File: src/rtl/icdir_wr.sv
// ----------------------------------------------------------------------------
// icdir_wr -- I-cache directory write-side controller
//
// Turns reload fills, single-line invalidates and flush-all requests into
// directory write commands. Out of reset, and after every flush, it sweeps
// all LINES entries to invalid before taking new traffic. It also tells the
// lookup side when the entry it is reading is being overwritten this cycle.
//
// Ports
//   clk        in   1        clock, all state on posedge
//   rst_n      in   1        asynchronous reset, active low
//   fill_val   in   1        fill request valid
//   fill_rdy   out  1        fill accepted when fill_val & fill_rdy
//   fill_adr   in   ADR_W    line index to fill
//   fill_tag   in   TAG_W    tag to install
//   inv_val    in   1        single-line invalidate valid
//   inv_rdy    out  1        invalidate accepted when inv_val & inv_rdy
//   inv_adr    in   ADR_W    line index to invalidate
//   flush_val  in   1        invalidate-all request (pulse)
//   init_done  out  1        high once the first sweep after reset is done
//   lk_adr     in   ADR_W    index on the directory read port this cycle
//   lk_stall   out  1        lookup this cycle sees stale/overridden data
//   wr_en      out  4        directory write enable (4'hF or 4'h0)
//   wr_adr     out  ADR_W    directory write index
//   wr_dat     out  TAG_W+1  directory write data {valid, tag}
//
// Handshake: a request transfers on a rising clk edge where both its val and
// its rdy are high. rdy is a combinational function of state, flush_val and
// inv_val (never of the requester's own val), so a requester may hold val
// high until it sees rdy. Only one request transfers per cycle:
// flush beats invalidate beats fill.
// ----------------------------------------------------------------------------
module icdir_wr #(
    parameter int LINES       = 128,
    parameter int ADR_W       = 7,
    parameter int TAG_W       = 21,
    parameter int SHARED_PORT = 0
) (
    input  logic             clk,
    input  logic             rst_n,
    input  logic             fill_val,
    output logic             fill_rdy,
    input  logic [ADR_W-1:0] fill_adr,
    input  logic [TAG_W-1:0] fill_tag,
    input  logic             inv_val,
    output logic             inv_rdy,
    input  logic [ADR_W-1:0] inv_adr,
    input  logic             flush_val,
    output logic             init_done,
    input  logic [ADR_W-1:0] lk_adr,
    output logic             lk_stall,
    output logic [3:0]       wr_en,
    output logic [ADR_W-1:0] wr_adr,
    output logic [TAG_W:0]   wr_dat
);

    typedef enum logic {
        ST_SWEEP = 1'b0,
        ST_IDLE  = 1'b1
    } state_t;

    localparam logic [ADR_W-1:0] LAST_IDX = ADR_W'(LINES - 1);
    // One extra bit so LINES == 2**ADR_W is representable.
    localparam logic [ADR_W:0]   LINES_V  = (ADR_W + 1)'(LINES);

    state_t           state, state_nxt;
    logic [ADR_W-1:0] cnt, cnt_nxt;
    logic             init_done_nxt;
    logic [3:0]       wr_en_nxt;
    logic [ADR_W-1:0] wr_adr_nxt;
    logic [TAG_W:0]   wr_dat_nxt;
    logic             fill_acc;
    logic             inv_acc;
    logic             fill_in_range;
    logic             inv_in_range;

    // Indices past the populated part of the directory complete the
    // handshake but are never written.
    assign fill_in_range = {1'b0, fill_adr} < LINES_V;
    assign inv_in_range  = {1'b0, inv_adr}  < LINES_V;

    always_comb begin
        state_nxt     = state;
        cnt_nxt       = cnt;
        init_done_nxt = init_done;
        wr_en_nxt     = 4'h0;
        wr_adr_nxt    = wr_adr;
        wr_dat_nxt    = wr_dat;
        fill_rdy      = 1'b0;
        inv_rdy       = 1'b0;
        fill_acc      = 1'b0;
        inv_acc       = 1'b0;

        case (state)
            ST_SWEEP: begin
                // flush_val is ignored here: the running sweep already
                // clears everything, so a restart would only add latency.
                wr_en_nxt  = 4'hF;
                wr_adr_nxt = cnt;
                wr_dat_nxt = '0;
                if (cnt == LAST_IDX) begin
                    cnt_nxt       = '0;
                    state_nxt     = ST_IDLE;
                    init_done_nxt = 1'b1;
                end else begin
                    cnt_nxt = cnt + ADR_W'(1);
                end
            end
            ST_IDLE: begin
                if (flush_val) begin
                    state_nxt = ST_SWEEP;
                    cnt_nxt   = '0;
                end else begin
                    inv_rdy  = 1'b1;
                    fill_rdy = ~inv_val;
                    inv_acc  = inv_val;
                    fill_acc = fill_val & ~inv_val;
                    if (inv_acc && inv_in_range) begin
                        wr_en_nxt  = 4'hF;
                        wr_adr_nxt = inv_adr;
                        wr_dat_nxt = '0;
                    end else if (fill_acc && fill_in_range) begin
                        wr_en_nxt  = 4'hF;
                        wr_adr_nxt = fill_adr;
                        wr_dat_nxt = {1'b1, fill_tag};
                    end
                end
            end
            default: begin
                state_nxt = ST_SWEEP;
                cnt_nxt   = '0;
            end
        endcase
    end

    always_ff @(posedge clk or negedge rst_n) begin
        if (!rst_n) begin
            state     <= ST_SWEEP;
            cnt       <= '0;
            init_done <= 1'b0;
            wr_en     <= 4'h0;
            wr_adr    <= '0;
            wr_dat    <= '0;
        end else begin
            state     <= state_nxt;
            cnt       <= cnt_nxt;
            init_done <= init_done_nxt;
            wr_en     <= wr_en_nxt;
            wr_adr    <= wr_adr_nxt;
            wr_dat    <= wr_dat_nxt;
        end
    end

    // Until the first sweep finishes the directory content is garbage, so
    // every lookup is stalled. With a shared RAM port any write steals the
    // read, otherwise only a write to the same index matters.
    assign lk_stall = ~init_done
                    | (wr_en[0] & ((SHARED_PORT != 0) | (wr_adr == lk_adr)));

endmodule

File: config.mk
export PLATFORM = sky130hd
export DESIGN_NAME = icdir_wr
export DESIGN_NICKNAME = d
export VERILOG_FILES = /design/src/rtl/icdir_wr.sv
export SDC_FILE = /design/constraint.sdc
export NUM_CORES = 1
export LEC_CHECK = 0
export CORE_MARGIN = 1
export CORE_UTILIZATION = 37
export DETAILED_ROUTE_END_ITERATION = 16
export PLACE_DENSITY = 0.78
export SYNTH_ARGS = -nofsm -noshare
export SYNTH_HDL_FRONTEND = slang
export SYNTH_SLANG_ARGS = --single-unit
File: constraint.sdc
create_clock -name clk -period 1.46 [get_ports clk]
set_clock_uncertainty 0.2 [all_clocks]
set_input_delay 0.292 -clock clk [delete_from_list [all_inputs] [get_ports clk]]
set_output_delay 0.292 -clock clk [all_outputs]
set_load 0.05 [all_outputs]
Gate-type map:
Bar = 20 µm.
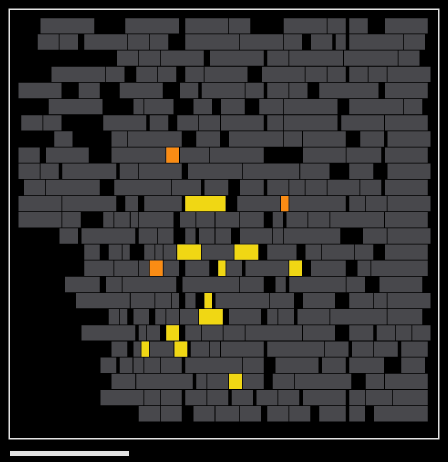
Orange stands for inv cells, cells 3, most used inv_4. Yellow stands for nor cells, cells 11, most used nor2_2.
post-route insts no fill: 345
Commonest Layout Cell: buf_12
Comb/total area: 23.7%

Sequential cells colored by netlist name:
Bar = 20 µm. Other sequential cells in the stronger gray, the rest of the logic in the fainter gray.
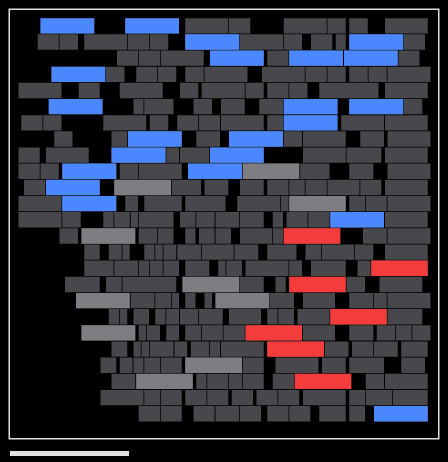
Blue stands for wr_dat, sequential cells 22. Red stands for wr_adr, sequential cells 7.
Another 10 sequential cells are not colored.
Reg area: 992 µm²
Seq/total area: 26.4%
final core occ: 79.6%

Cell outlines without signal wires:
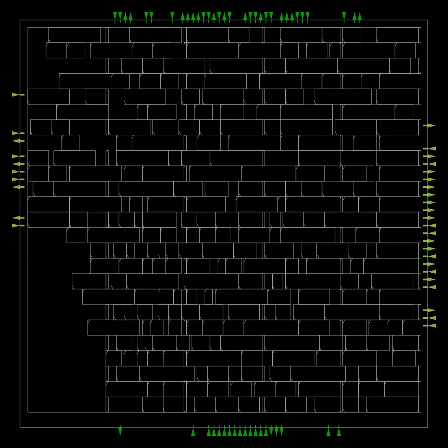
FP Rows: 25
FILL cells: 249
Seq cells: 39
core area: 4720 µm²

==> run summary <==
worst path arrival time: 1.41 ns
antenna-violating nets left: 0
Seq share, synth: 53.8%
CTS H-tree lvls: 2
DIE AREA: 5190 µm²
CTS Buf Count: 5
synthesized area: 1810 µm²
Antenna diodes: 0
max-slew violations: 0
tapcell count: 67
fin crit period: 1.90 ns
endpoints failing setup: 45
RSZ-0062 raised after global routing: yes
outcome: finished, violations left
maximum VDD drop: 0.863 mV
Remaining Overflow, GRT: 0
final hold violation count: 0
cycle use final: 130%
initial antenna violation count: 0
Min-Delay Path Class: in -> async
initial DRC count: 50
Yosys Chip Area: 1810 µm²
Worst-Margin Slew: 0.306 ns
crit end category: output pin
die height: 72.0 µm
predominant post-synthesis flop cell: dfrtp_1
RePlAce Congestion: 0.786
final worst slack: -0.444 ns
first-pass GRT wire length: 9150 µm
P_leak: 1.67 nW
Max Fclk: 0.525 GHz
syn_nets: 202
clock tree root driver cell: clkbuf_8
Max Cap Violations: 0
power density over the cells: 1330 nW/µm²
Clk Latency, worst-skew pair: 0.30 ns
max_slew headroom: 79.6%
WS Path Type: reg -> out
non-clock buffer count: 129
# DRC: 0
detail-routed via count per cell: 5.21
I/O pins: 84
Die Wd: 72.0 µm
hpwl dp: 3630 µm
violated checks: negative setup slack
## synthesized netlist by cell type (2+ instances only)
cell type | n | share of area [%]
dfrtp_1 | 39 | 54
a22o_1 | 21 | 10
nor2_1 | 10 | 2.1
o21ai_0 | 9 | 2.5
nand2_1 | 8 | 1.7
xnor2_1 | 8 | 3.9
a21oi_1 | 7 | 1.9
mux2_4 | 7 | 5.8
mux2i_1 | 7 | 3.9
buf_4 | 6 | 2.5
buf_2 | 4 | 1.1
inv_1 | 3 | 0.62
nand3_1 | 3 | 0.83
buf_6 | 2 | 1.2
nand4_1 | 2 | 0.69
o211ai_1 | 2 | 0.83
o22ai_1 | 2 | 0.69
## logic make-up (layout without fill, tap and decap cells)
| logic type | after synthesis | in the layout | share of synthesized area [%] |
|---|---|---|---|
| xor gates and xnor gates | 8 | 8 | 3.86 |
| DFF | 39 | 39 | 53.8 |
| and+or+nand+nor | 30 | 30 | 8.21 |
| buffers and inverters | 16 | 140 | 5.65 |
| AOI/OAI and AO/OA | 46 | 46 | 18.1 |
| adders and majority gates | 1 | 1 | 0.690 |
| muxes | 14 | 14 | 9.66 |
## metrics by stage
step | worst slack, ns | cell area [µm²] | TNS [ns] | util, %
after floorplan | -0.225 | 1840 | -0.225 | -
after global placement | -0.450 | 3250 | -13.95 | 68.8
after detailed placement | -0.482 | 3250 | -14.51 | 68.8
after CTS | -0.436 | 3620 | -1.06 | 76.7
after global routing | -0.541 | 3760 | -4.99 | 79.6
final | -0.444 | 3760 | -2.66 | 79.6
## repair_timing
item                                   4_1_cts  5_1_grt
hold buffers                                 1        0
endpoints found under the hold margin       39        0
setup buffers                               14        8
setup endpoints to repair                   50       51
resized                                     43       36
gates cloned                                 2        2
pin swaps                                   12       15
## registers in the layout (all words and copies together) (netlist names)
| name | flops |
|---|---|
| state | 1 |
| wr_dat | 22 |
| wr_en | 1 |
| cnt | 7 |
| init_done | 1 |
| wr_adr | 7 |
## power breakdown
part / leakage (nW) / switching [mW] / total, mW / internal [mW]
clock network: 0.0402 / 0.423 / 0.756 / 0.333
registers: 0.499 / 0.326 / 1.64 / 1.31
logic: 1.13 / 1.11 / 2.61 / 1.50
## path summary, 6_finish.rpt
check | to | start | slack [ns]
hold reg to reg | wr_dat[21]$_DFFE_PN0P_ | wr_dat[21]$_DFFE_PN0P_ | 0.38
max in group asynchronous | wr_adr[3]$_DFFE_PN0P_ | rst_n | 0.53
setup / recovery | lk_stall | wr_adr[5]$_DFFE_PN0P_ | -0.44
min in group clk | cnt[4]$_DFFE_PN0N_ | flush_val | 0.33
setup reg to reg | wr_dat[15]$_DFFE_PN0P_ | state$_DFF_PN0_ | -0.16
hold / removal | wr_dat[11]$_DFFE_PN0P_ | rst_n | 0.30
## critical path, stage by stage (launching register included)
cell,delay [ns]
dfrtp_2,0.43
xnor2_2,0.17
nand4_1,0.16
o21ai_4,0.20
buf_12,0.15
## metal layers
metal	global-route usage, %	up-vias	wire length (µm)	part of all wire [%]
met5	0	-	0	0
met4	7.41	0	168	2.5
met3	6.39	13	243	3.7
met2	43.4	69	3560	54
met1	27.4	917	2660	40
li1	-	798	-	-
Power is estimated from default activity; no workload was simulated.
